## src/rtl/mcp4811_drv_pkg.sv

```systemverilog
// Shared types and constants for the MCP4811 SPI DAC driver.
// Holds the FSM state encoding and the fixed command header placed in front of every code.
package mcp4811_drv_pkg;

  typedef enum logic [1:0] {
    ST_IDLE    = 2'd0,
    ST_SHIFT   = 2'd1,
    ST_CS_HOLD = 2'd2,
    ST_LDAC    = 2'd3
  } state_t;

  localparam int FRAME_W = 16;
  localparam int CODE_W  = 10;

  // Command nibble: write, don't care, gain x1 (GA_n=1), output active (SHDN_n=1)
  localparam logic FRAME_WRITE_N   = 1'b0;
  localparam logic FRAME_DONT_CARE = 1'b0;
  localparam logic FRAME_GA_N      = 1'b1;
  localparam logic FRAME_SHDN_N    = 1'b1;
  localparam logic [3:0] FRAME_HDR = {FRAME_WRITE_N, FRAME_DONT_CARE, FRAME_GA_N, FRAME_SHDN_N};

  function automatic logic [FRAME_W-1:0] build_frame(input logic [CODE_W-1:0] code);
    return {FRAME_HDR, code, 2'b00};
  endfunction

endpackage

```

## src/rtl/mcp4811_drv_tick.sv

```systemverilog
// SCK half-period prescaler: one-cycle strobe every SCK_DIV clocks, held at zero while clear is high.
module mcp4811_drv_tick #(
  parameter int SCK_DIV = 2,
  parameter int CNT_W   = 3
) (
  input  logic clk,
  input  logic rst_n,
  input  logic clear,
  output logic tick
);

  localparam logic [CNT_W-1:0] LAST = CNT_W'(SCK_DIV - 1);

  logic [CNT_W-1:0] cnt;

  always_ff @(posedge clk or negedge rst_n) begin
    if (!rst_n) begin
      cnt <= '0;
    end else if (clear || cnt == LAST) begin
      cnt <= '0;
    end else begin
      cnt <= cnt + CNT_W'(1);
    end
  end

  assign tick = ~clear & (cnt == LAST);

endmodule

```

## src/rtl/mcp4811_drv.sv

```systemverilog
// MCP4811 driver: one-entry input buffer, 16-bit SPI write frame, then an LDAC latch pulse.
// All SPI pins come straight from flops so the DAC never sees combinational glitches.
module mcp4811_drv
  import mcp4811_drv_pkg::*;
#(
  parameter int DAC_DATA_W = 10,
  parameter int SCK_DIV    = 2,
  parameter int LD_W       = 2
) (
  input  logic                  clk,
  input  logic                  rst_n,
  input  logic [DAC_DATA_W-1:0] din,
  input  logic                  din_valid,
  output logic                  din_ready,
  output logic                  busy,
  output logic                  dac_cs_n,
  output logic                  dac_sck,
  output logic                  dac_sdi,
  output logic                  dac_ld_n
);

  localparam int CNT_MAX = (2 * SCK_DIV > LD_W) ? 2 * SCK_DIV : LD_W;
  localparam int CNT_W   = $clog2(CNT_MAX + 1);

  state_t               state, state_nx;
  logic [FRAME_W-1:0]   shreg, shreg_nx;
  logic [3:0]           fall_cnt, fall_cnt_nx;
  logic                 hold_phase, hold_phase_nx;
  logic [CNT_W-1:0]     ld_cnt, ld_cnt_nx;
  logic                 sck_nx, sdi_nx, cs_n_nx, ld_n_nx;
  logic [DAC_DATA_W-1:0] pend;
  logic                 pend_full;
  logic                 ready_q;
  logic                 tick;
  logic                 accept;
  logic                 load;

  assign din_ready = ready_q & ~pend_full;
  assign accept    = din_valid & din_ready;
  assign load      = (state == ST_IDLE) & pend_full;
  assign busy      = (state != ST_IDLE) | pend_full;

  mcp4811_drv_tick #(
    .SCK_DIV (SCK_DIV),
    .CNT_W   (CNT_W)
  ) u_tick (
    .clk   (clk),
    .rst_n (rst_n),
    .clear (state == ST_IDLE),
    .tick  (tick)
  );

  // A code accepted on the same edge the old one is loaded simply takes over the slot.
  always_ff @(posedge clk or negedge rst_n) begin
    if (!rst_n) begin
      ready_q   <= 1'b0;
      pend_full <= 1'b0;
      pend      <= '0;
    end else begin
      ready_q <= 1'b1;
      if (accept) begin
        pend      <= din;
        pend_full <= 1'b1;
      end else if (load) begin
        pend_full <= 1'b0;
      end
    end
  end

  always_ff @(posedge clk or negedge rst_n) begin
    if (!rst_n) begin
      state      <= ST_IDLE;
      shreg      <= '0;
      fall_cnt   <= '0;
      hold_phase <= 1'b0;
      ld_cnt     <= '0;
      dac_cs_n   <= 1'b1;
      dac_sck    <= 1'b0;
      dac_sdi    <= 1'b0;
      dac_ld_n   <= 1'b1;
    end else begin
      state      <= state_nx;
      shreg      <= shreg_nx;
      fall_cnt   <= fall_cnt_nx;
      hold_phase <= hold_phase_nx;
      ld_cnt     <= ld_cnt_nx;
      dac_cs_n   <= cs_n_nx;
      dac_sck    <= sck_nx;
      dac_sdi    <= sdi_nx;
      dac_ld_n   <= ld_n_nx;
    end
  end

  always_comb begin
    state_nx      = state;
    shreg_nx      = shreg;
    fall_cnt_nx   = fall_cnt;
    hold_phase_nx = hold_phase;
    ld_cnt_nx     = ld_cnt;
    cs_n_nx       = dac_cs_n;
    sck_nx        = dac_sck;
    sdi_nx        = dac_sdi;
    ld_n_nx       = dac_ld_n;

    case (state)
      ST_IDLE: begin
        if (pend_full) begin
          state_nx    = ST_SHIFT;
          shreg_nx    = build_frame(CODE_W'(pend));
          sdi_nx      = shreg_nx[FRAME_W-1];
          cs_n_nx     = 1'b0;
          sck_nx      = 1'b0;
          fall_cnt_nx = '0;
        end
      end

      // Data moves only on falling SCK so it is centred around every rising edge.
      ST_SHIFT: begin
        if (tick) begin
          if (!dac_sck) begin
            sck_nx = 1'b1;
          end else begin
            sck_nx = 1'b0;
            if (fall_cnt == 4'd15) begin
              state_nx      = ST_CS_HOLD;
              hold_phase_nx = 1'b0;
              sdi_nx        = 1'b0;
            end else begin
              fall_cnt_nx = fall_cnt + 4'd1;
              sdi_nx      = shreg[FRAME_W-2];
              shreg_nx    = {shreg[FRAME_W-2:0], 1'b0};
            end
          end
        end
      end

      ST_CS_HOLD: begin
        if (tick) begin
          if (!hold_phase) begin
            cs_n_nx       = 1'b1;
            hold_phase_nx = 1'b1;
          end else begin
            state_nx  = ST_LDAC;
            ld_n_nx   = 1'b0;
            ld_cnt_nx = '0;
          end
        end
      end

      ST_LDAC: begin
        if (ld_cnt == CNT_W'(LD_W - 1)) begin
          ld_n_nx  = 1'b1;
          state_nx = ST_IDLE;
        end else begin
          ld_cnt_nx = ld_cnt + CNT_W'(1);
        end
      end

      default: begin
        state_nx = ST_IDLE;
        cs_n_nx  = 1'b1;
        sck_nx   = 1'b0;
        sdi_nx   = 1'b0;
        ld_n_nx  = 1'b1;
      end
    endcase
  end

endmodule

```

## config.mk

```make
export PLATFORM = sky130hd
export DESIGN_NAME = mcp4811_drv
export DESIGN_NICKNAME = d
export VERILOG_FILES = /design/src/rtl/mcp4811_drv_pkg.sv /design/src/rtl/mcp4811_drv_tick.sv /design/src/rtl/mcp4811_drv.sv
export SDC_FILE = /design/constraint.sdc
export NUM_CORES = 1
export LEC_CHECK = 0
export ABC_CLOCK_PERIOD_IN_PS = 3510
export CAP_MARGIN = 5
export CORE_ASPECT_RATIO = 0.8
export CORE_MARGIN = 2
export CORE_UTILIZATION = 59
export CTS_CLUSTER_DIAMETER = 100
export DETAILED_ROUTE_END_ITERATION = 8
export PLACE_DENSITY = 0.82
export SYNTH_ARGS = -nofsm -noshare
export SYNTH_HDL_FRONTEND = slang
export SYNTH_SLANG_ARGS = --single-unit
```

## constraint.sdc

```tcl
create_clock -name clk -period 3.51 [get_ports clk]
set_input_delay 0.702 -clock clk [delete_from_list [all_inputs] [get_ports clk]]
set_output_delay 0.702 -clock clk [all_outputs]
set_load 0.02 [all_outputs]
```

==> changes_impl.md, run 1 <==
### Implementation results

- Clock Pin Slew Worst Setup and Hold Paths: 0.08 ns
- Signed area change from the synthesized netlist to the final layout: 12.25%
- CP Data Arrival Time: about 1.9 ns
- Total die size: roughly 4300 µm²
- Tcrit/Tclk final: 0.7494
- Ys flop type: dfrtp_1
- Most common library cells after synthesis: 40 x dfrtp_1, 19 x nand2_1, 18 x nor2_1
- Combinational Area: between 1000 and 1500 µm²
- Synth Area in Adders: 0.05568
- Reg2reg start: state[1]
- Number of cell instances after yosys synthesis: ~220
- Top area cells in the synthesized netlist: dfrtp_1 45%, ha_1 5.6%, mux2_2 5.0%
- Startpoint type of the worst setup path: register
- Post-synth design cell area: ~2200 µm²
- IR drop worst, VDD: 0.0003364 V
- Antenna diodes: 0
- Max reg flops: 13
- Wire length on met3: approximately 160 µm
- Depth of the worst register-to-register path: 6
- Maximum clock skew at final layout: 0.006769 ns
- Net count after synthesis: ~250
- Most used cells in the layout excluding fill and tap cells: 40 x dfrtp_1, 19 x nand2_1, 18 x nor2_1
- Share of synthesized cell area in and-or and or-and compound cells: 0.1771
- Post-layout net count: 257
- Most frequent logic cell in the layout: dfrtp_1
- Clock sink total: 42
- Row count: 20
- Violation tally from detailed-route iteration zero: roughly 150
- Data-path buffer share of cell area in the final layout: 0.07242
- Post-synth EDFFs: 0
- Count of boundary I/O pins: 19
- Post-route minimum period: approximately 2.6 ns
- Family with the most delay on the worst path: buffers and inverters
- Destination of the worst register-to-register timing path: fall_cnt[3]
- Yosys synthesis warning count: 0
- Area fraction in mux cells: 0.06849
- Startpoint of the most critical hold path: dac_ld_n
- Register bit count reported by yosys: 42
- Max Root-Sink Buffers: 2
- Maxcap violations: 0
- Pins Over Slew Limit: 0
- Switching part of the total power: 0.2087
- GR Layer Usage met2: 0.3320
- Distinct lib cells: roughly 44
- Count of hold buffers inserted by post-cts repair: 0
- Clock tree from TritonCTS: built
- Accumulated negative setup slack: 0 ns
- Largest stage delay on the critical path: 0.55 ns
- Inverter count of the layout excluding clock inverters: 10
- Most area-hungry cell type in the Yosys netlist: dfrtp_1
- RSZ-0062 raised after global routing: no
- M1 wire length: ~2.1 mm
- Largest register by flop count: shreg
- GRT Residual Overflow: 0
- Initial antenna violation count: 0
- Cell with the most instances after synthesis: dfrtp_1
- Sequential standard cell area: between 1000 and 1500 µm²
- DRC violation count after routing: 0
- Result of the run: finished clean
- Reg2Reg Setup Slack: 1.16 ns
- Core area: roughly 3700 µm²
- Highest Signal Layer: met4
- Clock root buffer: clkbuf_8
- Switching power: between 0.0002 and 0.00025 W
- Number of multi-input combinational cells: approximately 160
- Layout buffer count excluding clock buffers: 19
## run 1: worst register-to-register path, delay by kind of cell, from the launching register on
family	cells	cell delay, ns
simple gates	3	0.87
flops	1	0.42
fa+ha+maj	1	0.57
buf+inv	2	0.42
## run 1: through the flow
step | cell area (µm²) | setup WS [ns] | cells | power [W]
after floorplan | 2247 | 1.447 | 222 | 0.0006182
after global placement | 2410 | 1.266 | 271 | 0.0006511
after detailed placement | 2410 | 1.191 | 271 | 0.0006583
after CTS | 2522 | 0.8674 | 278 | 0.001044
after global routing | 2522 | 0.7592 | 278 | 0.001077
final | 2522 | 0.8796 | 278 | 0.001033
Run 1, track usage over the die:
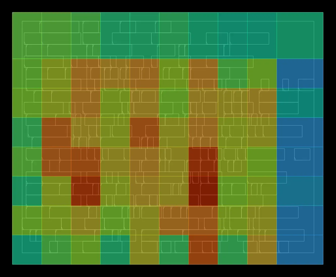
busiest layer in global routing: met1
end-of-flow core utilization: 0.6765
routed length per placed instance: 15.40 µm

Run 1, routed metal per tile:
Drawn at 4 px/µm. The die is cut into 15 by 12 equal tiles; dark blue is low, red is high, scaled to the fullest tile. Values are wire area over tile area, all layers added.
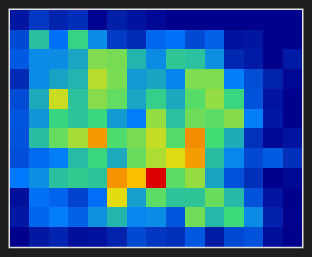
emptiest ninth of the die: upper right
densest ninth of the die: centre
fullest tile: 0.53
via total after detailed routing: 1,668
Global Route Usage Sum: 0.2282

Run 1, M3 wires:
Drawn at 6 px/µm.
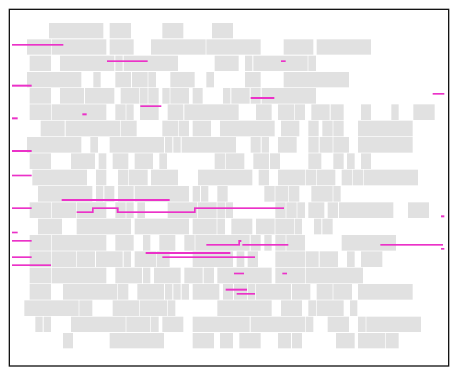
longest straight run: 17.7 µm
nets with wire on the layer: 24
share of all routed wire: 3.8%
wire length on this layer: 164 µm
met3 global-route usage: 0.04252
Detailed Route WL: 4.280 mm

Run 1, ports around the boundary:
Drawn at 6 px/µm. Pins as bars across the die edge, other pins in grey.
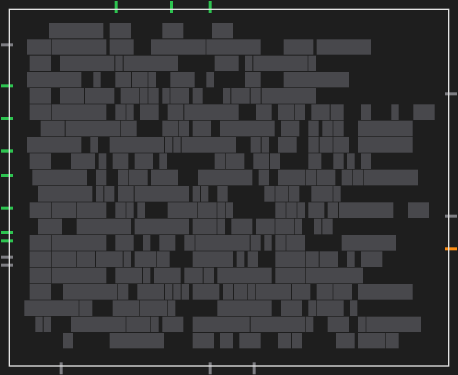
[orange] dac_ld_n | pins: 1 | direction: output | edge: right
[green] din | pins: 10 | direction: input | edge: 7 left, 3 top
all pins by edge: 10 left, 3 bottom, 3 right, 3 top

Run 1, signal wires on met2:
Drawn at 6 px/µm.
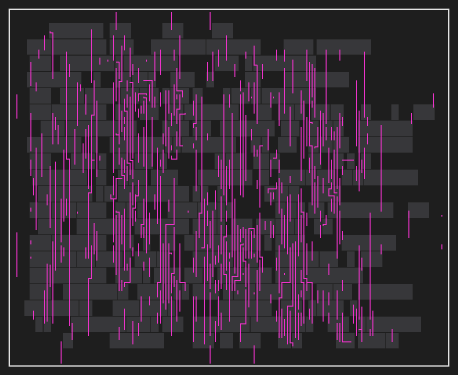

==> run 1 -> run 2 <==
- ABC_CLOCK_PERIOD_IN_PS: 3510 -> 2200
- CORE_UTILIZATION: 59 -> 52
- PLACE_DENSITY: 0.82 -> 0.77
- clock period: 3.51 -> 2.2 ns (I/O delays scaled with it)
Run 2, signal wires on met2:
Drawn at 6 px/µm.
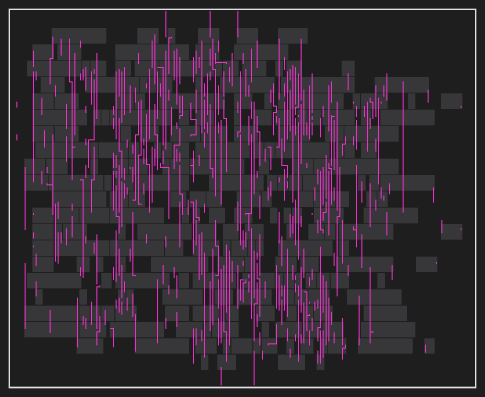
nets with wire on the layer: 214
longest straight run: 22.8 µm
via total after detailed routing: 1,715
Detailed Route WL: 4.296 mm
GR Layer Usage met2: 0.2739

==> run 2 against run 1 <==
Worst hold slack worse by 0.35 ns. Core utilization fell by 4.4 points. Highest routed layer unchanged. Critical endpoint is now shreg[13]. Critical path depth rose by 4. Sequential share of layout area is 1.9 points lower. Combinational power increased by 62%. Critical path type is now reg2reg. Synthesized cell count unchanged.
==> changes_impl.md, run 2 <==
### Implementation results

- Result of the run: finished clean
- Row count: 21 (+5.0%)
- Net count after synthesis: 245 (unchanged)
- Number of failing setup endpoints in the final timing report: 0
- Clock tree from TritonCTS: built
- Clock root buffer: clkbuf_8
- Fill cell count: approximately 340
- Startpoint type of the worst setup path: register
- CP Data Arrival Time: 2.23 ns (+0.30 ns)
- Synth Area in Adders: 0.05568 (unchanged)
- Number of H-tree levels: 2
- Post-layout net count: 268 (+4.3%)
- Initial antenna violation count: 0 (unchanged)
- Worst slack at placement: 0.09988 ns (-1.091 ns)
- Switching part of the total power: 0.2052 (-0.003535)
- Most common library cells after synthesis: 40 x dfrtp_1, 19 x nand2_1, 18 x nor2_1
- Post-synth EDFFs: 0 (unchanged)
- Buffers on Ports: 18
- GRT Residual Overflow: 0 (unchanged)
- Pre-antenna DRT Iters: 4
- Cell with the most instances after synthesis: dfrtp_1
- Highest Signal Layer: met4
- DRC violation count after routing: 0 (unchanged)
- Overall power after layout: 0.001615 W (+56%)
- Number of cell instances after yosys synthesis: 222 (unchanged)
- Sequential standard cell area: 1054 µm² (unchanged)
- Clock Pin Slew Worst Setup and Hold Paths: 0.08 ns (about the same)
- Largest register by flop count: shreg
- Total die size: 4867 µm² (+13%)
- Clock sink total: 42 (unchanged)
- Power Internal: around 0.0013 W
- Post-route minimum period: between 2 and 2.5 ns
- Maxcap violations: 0 (unchanged)
- Register bit count reported by yosys: 42 (unchanged)
- RSZ-0062 raised after global routing: no
- Area of placed instances: 2506 µm² (+4.0%)
- Portion of total power attributed to the clock network: 0.362
- Final standard cell count with taps included and fillers excluded: 303 (+9.0%)
- Count of hold buffers inserted by post-cts repair: 0 (unchanged)
- Max Root-Sink Buffers: 2 (unchanged)
- Required time reported for the critical path endpoint: around 2.4 ns
- Most used cells in the layout excluding fill and tap cells: 40 x dfrtp_1, 19 x nand2_1, 18 x nor2_1
- Switching power: 0.0003314 W (+54%)
- Family with the most delay on the worst path: simple AND/OR/NAND/NOR gates
- Post-route cell area: 2641 µm² (+4.7%)
- Reg power frac: 0.557
- Area fraction in mux cells: 0.06849 (unchanged)
- Busiest layer in global routing: met1
- Pin count of the biggest net entering global routing: 24
- Largest stage delay on the critical path: 0.38 ns (-0.17 ns)
- Critical-path top delay cell: dfrtp_1
- Post-synth design cell area: 2247 µm² (unchanged)
- Most area-hungry cell type in the Yosys netlist: dfrtp_1
- Pins Over Slew Limit: 0 (unchanged)
- Slew HR: 0.5198
- Antenna diodes: 0 (unchanged)
- Violation tally from detailed-route iteration zero: 208 (+38%)
- Top area cells in the synthesized netlist: dfrtp_1 45%, ha_1 5.6%, mux2_2 5.0%
- Ys flop type: dfrtp_1
- Placed wire-length estimate after detailed placement: roughly 3.0 mm
- Via count of the first global-routing pass: approximately 1,600
- Count of boundary I/O pins: 19 (unchanged)
- Post-synth area from yosys stat: 2247 µm²
- Cell resize tally after clock tree synthesis: 1
- Combinational group power: ~0.00013 W
- Insertion delay at the late pin of the worst-skew pair: about 0.29 ns
- Most frequent logic cell in the layout: dfrtp_1
- Maximum clock skew at final layout: 0.007408 ns (+0.0006398 ns)
- Dpl cells: 293 (+8.1%)
- M1 wire length: 2.243 mm (+5.8%)
- Wire length on met3: 145 µm (-11%)
- Setup crit start: state[0]
- IR drop worst, VDD: 0.0004580 V (+36%)
- Largest type area fraction: 0.4454
- Signed area change from the synthesized netlist to the final layout: 17.54%
- Core area: 4178 µm² (+12%)
- Xor and xnor area share after synthesis: 0.003898
- Core Util at FP: 0.5379
- Worst setup EP type: register
- Tcrit/Tclk final: 0.9356
- Combinational Area: 1104 µm² (+2.1%)
- Max reg flops: 13 (unchanged)
- Yosys synthesis warning count: 0 (unchanged)
- Share of synthesized cell area in and-or and or-and compound cells: 0.1771 (unchanged)
- Tool warnings: 32
- Distinct lib cells: 44 (unchanged)
- Reg2reg start: state[0]
- Worst setup slack after layout: 0.1417 ns (-0.7380 ns)
- Accumulated negative setup slack: 0 ns (unchanged)
- Met3 global-route usage: 0.04335 (+0.0008356)
Run 2, track usage over the die:
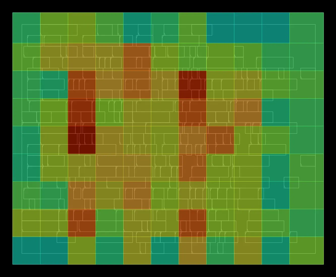
end-of-flow core utilization: 0.6322
Global Route Usage Sum: 0.1936
routed length per placed instance: 14.18 µm
met1 Resource Use GR: 0.2952

## run 2: worst paths after layout
kind / end / slack [ns] / cells after the start
min: shreg[12] / 0.13 / 1
min reg2reg: u_tick.cnt[0] / 0.48 / 1
max: shreg[13] / 0.14 / 8
max reg2reg: shreg[13] / 0.14 / 8
max in group asynchronous: dac_cs_n / 1.49 / 2
min in group clk: u_tick.cnt[0] / 0.48 / 1
## run 2: area by class of cell
class	instances	area share
multi-input cells	157	0.4178
flip-flops and latches	42	0.3989
repair buffers	29	0.1018
clock buffers	7	0.02890
well taps	57	0.02700
inverters	10	0.01421
clock inverters	1	0.01137
## run 2: cells by family after synthesis
kind of cell,count (synthesis)
DFF,42
xor gates and xnor gates,1
and+or+nand+nor,75
AOI/OAI and AO/OA,55
other,1
muxes,14
adders and majority gates,10
buffers and inverters,24
Power figures rest on the tool's default switching activity, not on a simulated workload.
